--- config.mk ---
export PLATFORM = sky130hd
export DESIGN_NAME = mac_acc_collector
export DESIGN_NICKNAME = d
export VERILOG_FILES = /design/src/rtl/mac_acc_pkg.sv /design/src/rtl/mac_acc_collector_relu_quant.sv /design/src/rtl/mac_acc_collector.sv
export SDC_FILE = /design/constraint.sdc
export NUM_CORES = 1
export LEC_CHECK = 0
export ABC_AREA = 1
export CAP_MARGIN = 15
export CORE_MARGIN = 2
export CORE_UTILIZATION = 50
export DETAILED_ROUTE_END_ITERATION = 8
export PLACE_DENSITY = 0.79
export SYNTH_ARGS = -nofsm -noshare
export SYNTH_HDL_FRONTEND = slang
export SYNTH_SLANG_ARGS = --single-unit
--- constraint.sdc ---
create_clock -name clk -period 3.1 [get_ports clk]
set_input_delay 0.775 -clock clk [delete_from_list [all_inputs] [get_ports clk]]
set_output_delay 0.775 -clock clk [all_outputs]
set_load 0.01 [all_outputs]
--- src/rtl/mac_acc_pkg.sv ---
// Shared constants and types for the mac_acc result collector.
// Defaults match the mac_acc output stream (22-bit signed accumulator).
package mac_acc_pkg;

  localparam int DIN_W       = 22;
  localparam int OUT_W       = 8;
  localparam int SHIFT       = 6;
  localparam int ACC_BEATS   = 4;
  localparam int NUM_NEURONS = 10;

  localparam int CLS_W  = (NUM_NEURONS > 1) ? $clog2(NUM_NEURONS) : 1;
  localparam int BEAT_W = (ACC_BEATS > 1) ? $clog2(ACC_BEATS) : 1;

  typedef enum logic {
    COLLECT = 1'b0,
    DONE    = 1'b1
  } state_t;

endpackage

--- src/rtl/mac_acc_collector_relu_quant.sv ---
// relu_quant: combinational ReLU + shift-and-saturate quantiser.
// Ports: din (signed IN_W) -> q (unsigned Q_W); negative -> 0.
module relu_quant
  import mac_acc_pkg::*;
#(
  parameter int IN_W = DIN_W,
  parameter int SH   = SHIFT,
  parameter int Q_W  = OUT_W
) (
  input  logic [IN_W-1:0] din,
  output logic [Q_W-1:0]  q
);

  logic [IN_W-1:0] w_t;
  logic            w_sat;

  // Only reached for non-negative din, so a logical shift
  // gives the same result as an arithmetic one.
  assign w_t   = din >> SH;
  assign w_sat = |w_t[IN_W-1:Q_W];

  always_comb begin
    q = '0;
    if (din[IN_W-1]) begin
      q = '0;
    end else if (w_sat) begin
      q = '1;
    end else begin
      q = w_t[Q_W-1:0];
    end
  end

endmodule

--- src/rtl/mac_acc_collector.sv ---
// mac_acc_collector: samples one mac_acc sum per ACC_BEATS-beat window,
// quantises it, tracks the arg-max over NUM_NEURONS and offers the winner
// on a valid/ready result port.
// Ports: clk, rst (sync, active-low), in_valid, din, res_valid, res_ready,
//        res_class, res_score, overrun (sticky).
// Option MAC_COLLECT_DBG_EN: per-neuron score file, dbg_idx/dbg_score.
module mac_acc_collector
  import mac_acc_pkg::*;
(
  input  logic             clk,
  input  logic             rst,
  input  logic             in_valid,
  input  logic [DIN_W-1:0] din,
  output logic             res_valid,
  input  logic             res_ready,
  output logic [CLS_W-1:0] res_class,
  output logic [OUT_W-1:0] res_score,
  output logic             overrun
`ifdef MAC_COLLECT_DBG_EN
  ,
  input  logic [CLS_W-1:0] dbg_idx,
  output logic [OUT_W-1:0] dbg_score
`endif
);

  state_t            r_state;
  state_t            w_next;
  logic [BEAT_W-1:0] r_beat;
  logic [CLS_W-1:0]  r_neu;
  logic [OUT_W-1:0]  r_best;
  logic [CLS_W-1:0]  r_best_idx;
  logic [CLS_W-1:0]  r_res_class;
  logic [OUT_W-1:0]  r_res_score;
  logic              r_overrun;

  logic [OUT_W-1:0]  w_q;
  logic              w_beat_last;
  logic              w_neu_last;
  logic              w_cap;
  logic              w_take;
  logic [OUT_W-1:0]  w_best_nx;
  logic [CLS_W-1:0]  w_idx_nx;

  relu_quant #(
    .IN_W (DIN_W),
    .SH   (SHIFT),
    .Q_W  (OUT_W)
  ) u_quant (
    .din (din),
    .q   (w_q)
  );

  assign w_beat_last = (r_beat == BEAT_W'(ACC_BEATS - 1));
  assign w_neu_last  = (r_neu == CLS_W'(NUM_NEURONS - 1));
  assign w_cap       = (r_state == COLLECT) && in_valid && w_beat_last;

  // Strict compare keeps the lower index on ties; the first neuron
  // of a frame always seeds the running max.
  assign w_take    = (r_neu == '0) || (w_q > r_best);
  assign w_best_nx = w_take ? w_q : r_best;
  assign w_idx_nx  = w_take ? r_neu : r_best_idx;

  always_ff @(posedge clk) begin
    if (!rst) begin
      r_state <= COLLECT;
    end else begin
      r_state <= w_next;
    end
  end

  always_comb begin
    w_next = r_state;
    case (r_state)
      COLLECT: begin
        if (w_cap && w_neu_last) begin
          w_next = DONE;
        end
      end
      DONE: begin
        if (res_ready) begin
          w_next = COLLECT;
        end
      end
      default: w_next = COLLECT;
    endcase
  end

  always_comb begin
    res_valid = (r_state == DONE);
    res_class = r_res_class;
    res_score = r_res_score;
    overrun   = r_overrun;
  end

  always_ff @(posedge clk) begin
    if (!rst) begin
      r_beat      <= '0;
      r_neu       <= '0;
      r_best      <= '0;
      r_best_idx  <= '0;
      r_res_class <= '0;
      r_res_score <= '0;
      r_overrun   <= 1'b0;
    end else begin
      if ((r_state == COLLECT) && in_valid) begin
        r_beat <= w_beat_last ? '0 : r_beat + BEAT_W'(1);
      end
      if (w_cap) begin
        r_neu      <= w_neu_last ? '0 : r_neu + CLS_W'(1);
        r_best     <= w_best_nx;
        r_best_idx <= w_idx_nx;
        // Result registers load only on the final capture so they stay
        // frozen while the next frame accumulates.
        if (w_neu_last) begin
          r_res_class <= w_idx_nx;
          r_res_score <= w_best_nx;
        end
      end
      if ((r_state == DONE) && in_valid) begin
        r_overrun <= 1'b1;
      end
    end
  end

`ifdef MAC_COLLECT_DBG_EN
  logic [OUT_W-1:0] r_dbg [NUM_NEURONS];

  always_ff @(posedge clk) begin
    if (!rst) begin
      for (int i = 0; i < NUM_NEURONS; i++) begin
        r_dbg[i] <= '0;
      end
    end else if (w_cap) begin
      for (int i = 0; i < NUM_NEURONS; i++) begin
        if (r_neu == CLS_W'(i)) begin
          r_dbg[i] <= w_q;
        end
      end
    end
  end

  // Decoded readback so out-of-range indices fall through to zero.
  always_comb begin
    dbg_score = '0;
    for (int i = 0; i < NUM_NEURONS; i++) begin
      if (dbg_idx == CLS_W'(i)) begin
        dbg_score = r_dbg[i];
      end
    end
  end
`endif

endmodule

layer_met1.png
Bar = 20 um. Supply wires on this layer in gray.
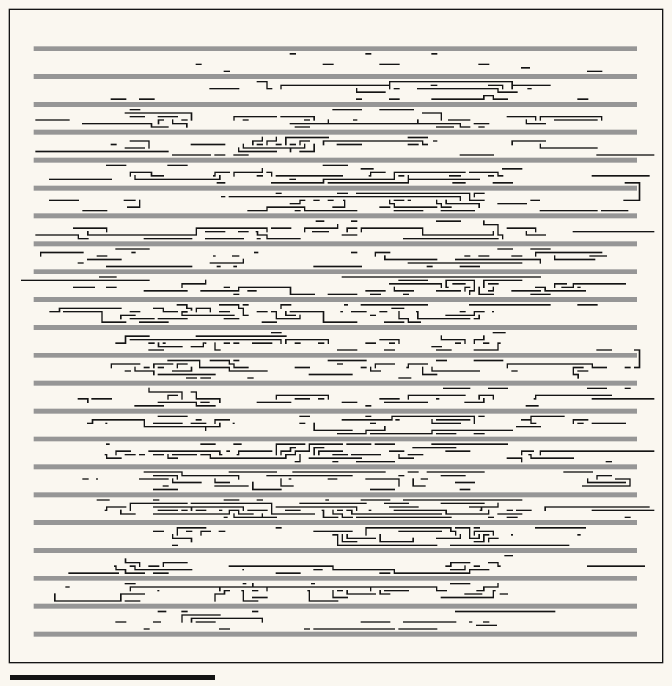
longest straight run = 29.9 um
share of all routed wire = 46%
nets with wire on the layer = 319

layer_met2.png
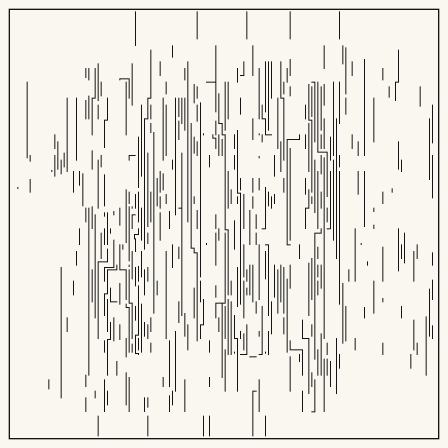
main direction = vertical
longest straight run = 26.9 um
share of all routed wire = 48%
wire length on this layer = 1830 um
nets with wire on the layer = 265

==> metrics.cfg <==
[status]
outcome = complete, no violations

[cells_and_area]
final-nonclk-buf-share = 0.187
nClkBuffers = 6
n_fill_cell = 323
clkCellAreaFrac = 0.0206
sh_comb_area = 0.401
num-multi-input-gates = 182
area_growth_pct = 26.3
final_layout_top_logic_cell = nand2_1

[clock_network]
cts_hold_buffers = 0
cts_tree = built
cts_max_level = 2
clkLatencyLatePin_ns = 0.32
cts_max_path_buffers = 2

[logic_synthesis]
ys_top_cells_by_count = nand2_1 (73), inv_1 (44), dfxtp_1 (32), nand3_1 (32), nor2_1 (29)
ys_sh_aoi = 0.0915
area_leaders = dfxtp_1 (36%), nand2_1 (15%), inv_1 (9.3%)
xor_area_frac = 0
syn_area_sq_mm = 0.00178
ff_type = dfxtp_1
yosys-stat-area_sq_mm = 0.00178
synth_cells = 272
synthMuxAreaShare = 0
topCombFamilyByArea = simple AND/OR/NAND/NOR gates
synth.top_cell.area_share = 0.361

[route]
antenna_left = 0
wl_per_cell_um = 10.6
drt-initial-drc-count = 33
drc = 0
routed.top_layer = met4

[setup_path]
path_max_fanout = 8
crit_chain = clkdlybuf4s50_1 -> nor2_1 -> nand2_1 -> nor2_2 -> buf_4 -> a21oi_1 -> ha_1 -> a21oi_1 -> nand2_1 -> nand2_1 -> nand2_1 -> nand2_1 -> nand2_1 -> buf_4 -> nand2_1 -> nand3_1 -> nand2_1 -> inv_1
critical_path_buf_inv_count = 4
cp_slowest_cell = clkdlybuf4s50_1
endpoint = res_score[5]
ff2ff_path_depth = 12
start_kind = primary input

[placed_design]
hpwl_um = 2820
dp_slack_ns = 0.0348
port-buffer-count = 33

[hold_path]
min_path_cells = 2
hold_end = res_score[2]

[power_and_ir_drop]
ir_drop_v = 0.000241
power_leader = registers
p_clk_uw = 219
seq_power_share = 0.562
power_frac_clock = 0.292

[global_routing]
grt_max_degree = 14
grt_util_met3 = 0.0571
antenna_found_initial = 0
globalRoute.totalOverflow = 0
grt_pass1_wl_um = 6900
grt_pass1_vias = 1700

[floorplanning]
coreArea_sq_mm = 0.00336
nWellTaps = 46
pin_count = 40

[final_timing]
setup_ws_ns = 0.373
setup_viol_count_final = 0
clock.fmax_ghz = 0.367
hold_viol = 0

layer_met3.png
Bar = 20 um. Cells faint in the background.
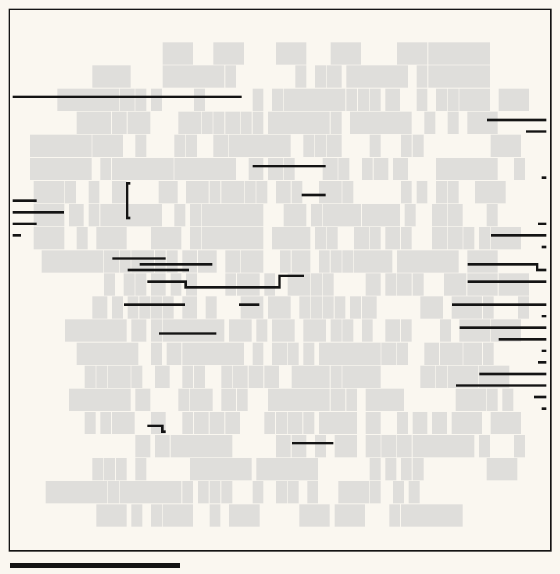
nets with wire on the layer = 32
longest straight run = 26.7 um
main direction = horizontal

[kinds of logic (layout without fill, tap and decap cells)]
kind of cell    count (synthesis)  after routing
buf+inv                        58            100
simple gates                  144            144
compound gates                 29             29
fa+ha+maj                       9              9
flops                          32             32
[per-stage QoR]
step / area, sq um / power (mW) / hold slack (ns) / cells / util
final: 2240 / 0.750 / 0.457 / 360 / 0.667
after global routing: 2240 / 0.791 / 0.484 / 360 / 0.667
after CTS: 2240 / 0.758 / 0.460 / 360 / 0.667
after detailed placement: 2200 / 0.540 / 0.442 / 353 / 0.654
after global placement: 2200 / 0.537 / 0.439 / 353 / 0.654
after floorplan: 1780 / 0.494 / 0.475 / 272 / -
Power figures rest on the tool's default switching activity, not on a simulated workload.
